<file path="config.mk">
export PLATFORM = sky130hd
export DESIGN_NAME = randomizer_par
export DESIGN_NICKNAME = d
export VERILOG_FILES = /design/src/rtl/randomizer_par.sv
export SDC_FILE = /design/constraint.sdc
export NUM_CORES = 1
export LEC_CHECK = 0
export ABC_AREA = 0
export CAP_MARGIN = 20
export CORE_ASPECT_RATIO = 1.25
export CORE_MARGIN = 2
export CORE_UTILIZATION = 39
export CTS_BUF_LIST = sky130_fd_sc_hd__clkbuf_2
export DETAILED_ROUTE_END_ITERATION = 12
export HOLD_SLACK_MARGIN = 0.12
export SKIP_LAST_GASP = 1
export SLEW_MARGIN = 20
export SYNTH_ARGS = -nofsm -noshare
export SYNTH_HDL_FRONTEND = slang
export SYNTH_SLANG_ARGS = --single-unit
</file>
<file path="constraint.sdc">
create_clock -name clk -period 3.2 [get_ports clk]
set_input_delay 0.64 -clock clk [delete_from_list [all_inputs] [get_ports clk]]
set_output_delay 0.64 -clock clk [all_outputs]
set_load 0.02 [all_outputs]
</file>
<file path="src/rtl/randomizer_par.sv">
// W-bit-per-clock 802.16 PRBS randomizer (1 + x^14 + x^15) with ready/valid flow control,
// per-burst seed reload, loadable seed register and burst bit counter. Optional RANDPAR_BYPASS_EN.
module randomizer_par #(
    parameter int          W            = 8,
    parameter logic [14:0] DEFAULT_SEED = 15'b100101010000000,
    parameter int          CNT_W        = 16
) (
    input  logic             clk,
    input  logic             reset,
    input  logic [W-1:0]     in_bits,
    input  logic             in_valid,
    input  logic             in_last,
    output logic             in_ready,
    output logic [W-1:0]     out_bits,
    output logic             out_valid,
    output logic             out_last,
    input  logic             out_ready,
    input  logic [14:0]      seed_in,
    input  logic             seed_load,
    output logic             seed_err,
    input  logic             restart,
`ifdef RANDPAR_BYPASS_EN
    input  logic             bypass,
`endif
    output logic [CNT_W-1:0] burst_bits
);

    // Handshake: a beat moves when valid && ready on the same rising edge; the output
    // register is refilled in the same cycle it drains, so in_ready only looks at out_ready.

    localparam int SUM_W = ((CNT_W > 7) ? CNT_W : 7) + 1;

    logic [14:0]      lfsr;
    logic [14:0]      seed_reg;
    logic [14:0]      base_state;
    logic [14:0]      adv_state;
    logic [14:0]      lfsr_next;
    logic [W-1:0]     scr_bits;
    logic [W-1:0]     beat_bits;
    logic             accept;
    logic             byp;
    logic [CNT_W-1:0] cnt_base;
    logic [CNT_W-1:0] cnt_next;
    logic [SUM_W-1:0] cnt_sum;

    assign in_ready = !out_valid || out_ready;
    assign accept   = in_valid && in_ready;

`ifdef RANDPAR_BYPASS_EN
    assign byp = bypass;
`else
    assign byp = 1'b0;
`endif

    // restart takes effect in the same cycle, so a coincident beat starts the new burst
    assign base_state = restart ? seed_reg : lfsr;

    always_comb begin : scramble
        logic [14:0] v;
        logic        p;
        v        = base_state;
        p        = 1'b0;
        scr_bits = '0;
        for (int i = 0; i < W; i++) begin
            p           = v[13] ^ v[14];
            scr_bits[i] = in_bits[i] ^ p;
            v           = {v[13:0], p};
        end
        adv_state = v;
    end

    assign beat_bits = byp ? in_bits : scr_bits;

    always_comb begin
        lfsr_next = base_state;
        if (accept) begin
            if (in_last) begin
                lfsr_next = seed_reg;
            end else if (!byp) begin
                lfsr_next = adv_state;
            end
        end
    end

    assign cnt_base = restart ? '0 : burst_bits;
    assign cnt_sum  = SUM_W'(cnt_base) + SUM_W'(W);

    always_comb begin
        cnt_next = cnt_base;
        if (accept) begin
            if (in_last) begin
                cnt_next = '0;
            end else if (cnt_sum > SUM_W'({CNT_W{1'b1}})) begin
                cnt_next = {CNT_W{1'b1}};
            end else begin
                cnt_next = cnt_sum[CNT_W-1:0];
            end
        end
    end

    always_ff @(posedge clk or posedge reset) begin
        if (reset) begin
            lfsr       <= DEFAULT_SEED;
            seed_reg   <= DEFAULT_SEED;
            out_bits   <= '0;
            out_valid  <= 1'b0;
            out_last   <= 1'b0;
            seed_err   <= 1'b0;
            burst_bits <= '0;
        end else begin
            lfsr       <= lfsr_next;
            burst_bits <= cnt_next;
            seed_err   <= seed_load && (seed_in == 15'd0);
            // the reload above already sampled the old seed_reg this cycle
            if (seed_load && (seed_in != 15'd0)) begin
                seed_reg <= seed_in;
            end
            if (accept) begin
                out_bits  <= beat_bits;
                out_last  <= in_last;
                out_valid <= 1'b1;
            end else if (out_ready) begin
                out_valid <= 1'b0;
            end
        end
    end

endmodule

</file>
Placed cells, one color a class:
The bar under the picture is 20 um long. Fill, decap, tap and diode cells in gray.
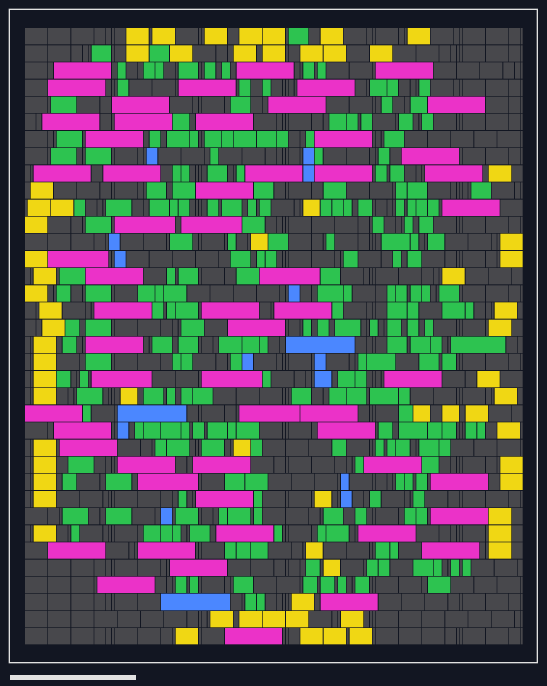
[combinational and other logic] green | cells: 239 | share of their area: 41%
[remaining buffers and delay cells] yellow | cells: 66 | share of their area: 17%
[clock drivers and dummy loads] blue | cells: 16 | share of their area: 4.1%
[sequential cells] magenta | cells: 57 | share of their area: 38%
Design Area, Final: 3930 sq um
core region area: 7750 sq um
flop share of the area: 36.6%
fin util: 50.7%
Rows: 36

Placement view:
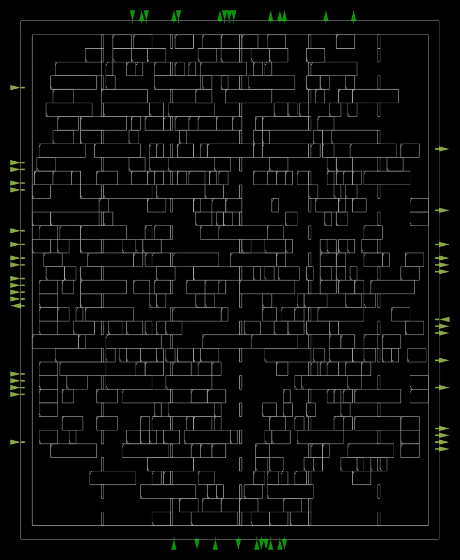
# Taps: 95
fillcell total: 762
fin cells: 473
number of flip-flops and latches: 57

Routed clock nets over the placement:
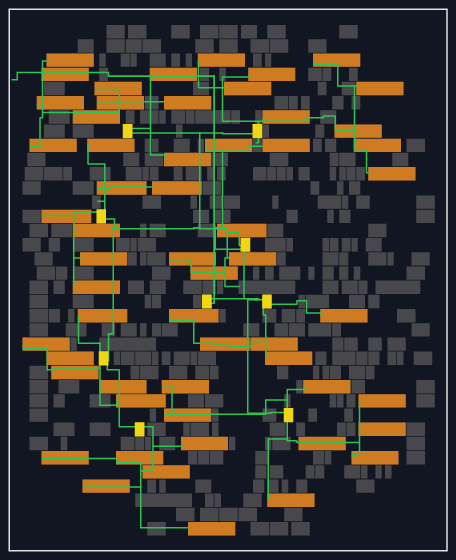
[clock drivers] yellow | count: 9
[flip-flops] orange | count: 57
[clock wires] green | length: 818 um
routed clock nets: 10

[routing by layer]
metal	GRT usage [%]	part of all wire [%]	up-vias
li1	-	-	1241
met1	21.7	43	1213
met2	35.4	52	61
met3	4.21	3.4	10
met4	7.82	1.7	0
met5	0	0	-
[Yosys cell counts, types with 4 or more instances]
master    count
dfstp_2       8
clkbuf_1     10
nor2_1       37
buf_1         4
xnor2_1      11
nand2_1      21
o21ai_0      15
buf_2         4
o21ai_1       4
xor2_1       17
inv_1         6
mux2_2        6
dfrtp_1      49
nand3_1       4
a221o_1       8
nand2b_1      5
nor4_1        4
a21oi_1      31
mux2i_1      10
nand4_1       4
a211oi_1     11
nor2b_1       5
mux2_1       10
==> impl_metrics.py <==
# Flow results
metrics = {
    "clocking": {
        "cts_buffer_depth": 2,
        "cts_hold_buf": 0,
        "post_cts_resized": 0,
        "cts_sinks": 57,
        "cts_tree": "yes",
    },
    "synth": {
        "ys_sh_aoi_pct": 16.5,
        "synth.logic.top_family": "AND-OR/OR-AND gates",
        "adder_share_pct": 0.811,
        "ys_cells": 314,
        "ys_area_sq_um": 3090,
        "top_area_cell": "dfrtp_1",
        "mux_area_share_pct": 9.08,
        "netlist.area_leader.share_pct": 39.7,
        "async_flop_share_pct": 100,
        "ys_ff": 57,
        "xor_share_pct": 7.95,
        "syn_nets": 346,
    },
    "critical_path": {
        "r2r-end": "burst_bits[3]",
        "crit_chain": "clkdlybuf4s50_1 > nand2b_1 > clkdlybuf4s50_1",
        "rr_worst_depth": 8,
        "arrival_ns": 1.86,
        "cp.depth": 3,
        "crit_buf_inv": 2,
        "cpMostUsedCell": "clkdlybuf4s50_1",
    },
    "timing": {
        "fin_worst_hold_slack_ns": 0.431,
        "setup_ws_ns": 0.701,
        "slew_headroom_pct": 57.0,
        "finalClockPeriodUsage_pct": 78.1,
        "setup_viol": 0,
        "setup_tns_ns": 0,
    },
    "die": {
        "die_height_um": 103,
        "io_pins": 58,
        "die_w_um": 83.6,
    },
    "finish": {
        "num-nonclk-buffers": 66,
        "sh_comb_area_pct": 39.6,
        "clock_cell_area_share_pct": 3.98,
        "layout-drive-gt1-share_pct": 11.6,
        "nClkBuffers": 10,
        "layout_top_cells": "clkdlybuf4s50_1 (57), dfrtp_1 (49), nor2_1 (37), a21oi_1 (31), nand2_1 (21)",
        "logic_area_sq_um": 1550,
        "inv_count": 6,
        "seqCellArea_sq_um": 1440,
        "layout.nets": 405,
        "mostFrequentLayoutCell": "clkdlybuf4s50_1",
        "logic_gates": 233,
        "syn_to_final_growth_pct": 27.3,
    },
    "drt": {
        "dr.pass1.iters": 4,
        "routed_wirelength_um": 7770,
        "detail_route.iter0.violations": 91,
        "vias": 2525,
        "ant_nets": 0,
        "vias_per_cell": 5.34,
    },
    "placed_design": {
        "placed_area_sq_um": 3770,
    },
    "pwr": {
        "power.group.top": "sequential cells",
        "p_sw_uw": 551,
        "seqPwrFrac_pct": 45.9,
        "p_sw_share_pct": 29.0,
        "p_total_uw": 1900,
        "combPwrFrac_pct": 21.8,
        "p_clk_share_pct": 32.3,
        "p_int_uw": 1350,
        "p_seq_uw": 874,
        "p_leak_uw": 0.00163,
    },
    "status": {
        "outcome": "finished, final reports clean",
    },
    "run": {
        "cap_violations": 0,
        "tool_warnings": 27,
    },
    "global_routing": {
        "gr-usage-all-layers_pct": 19.1,
        "grt_pass1_wl_um": 12700,
        "grt-ovfl-total": 0,
    },
}
Power is estimated from default activity; no workload was simulated.
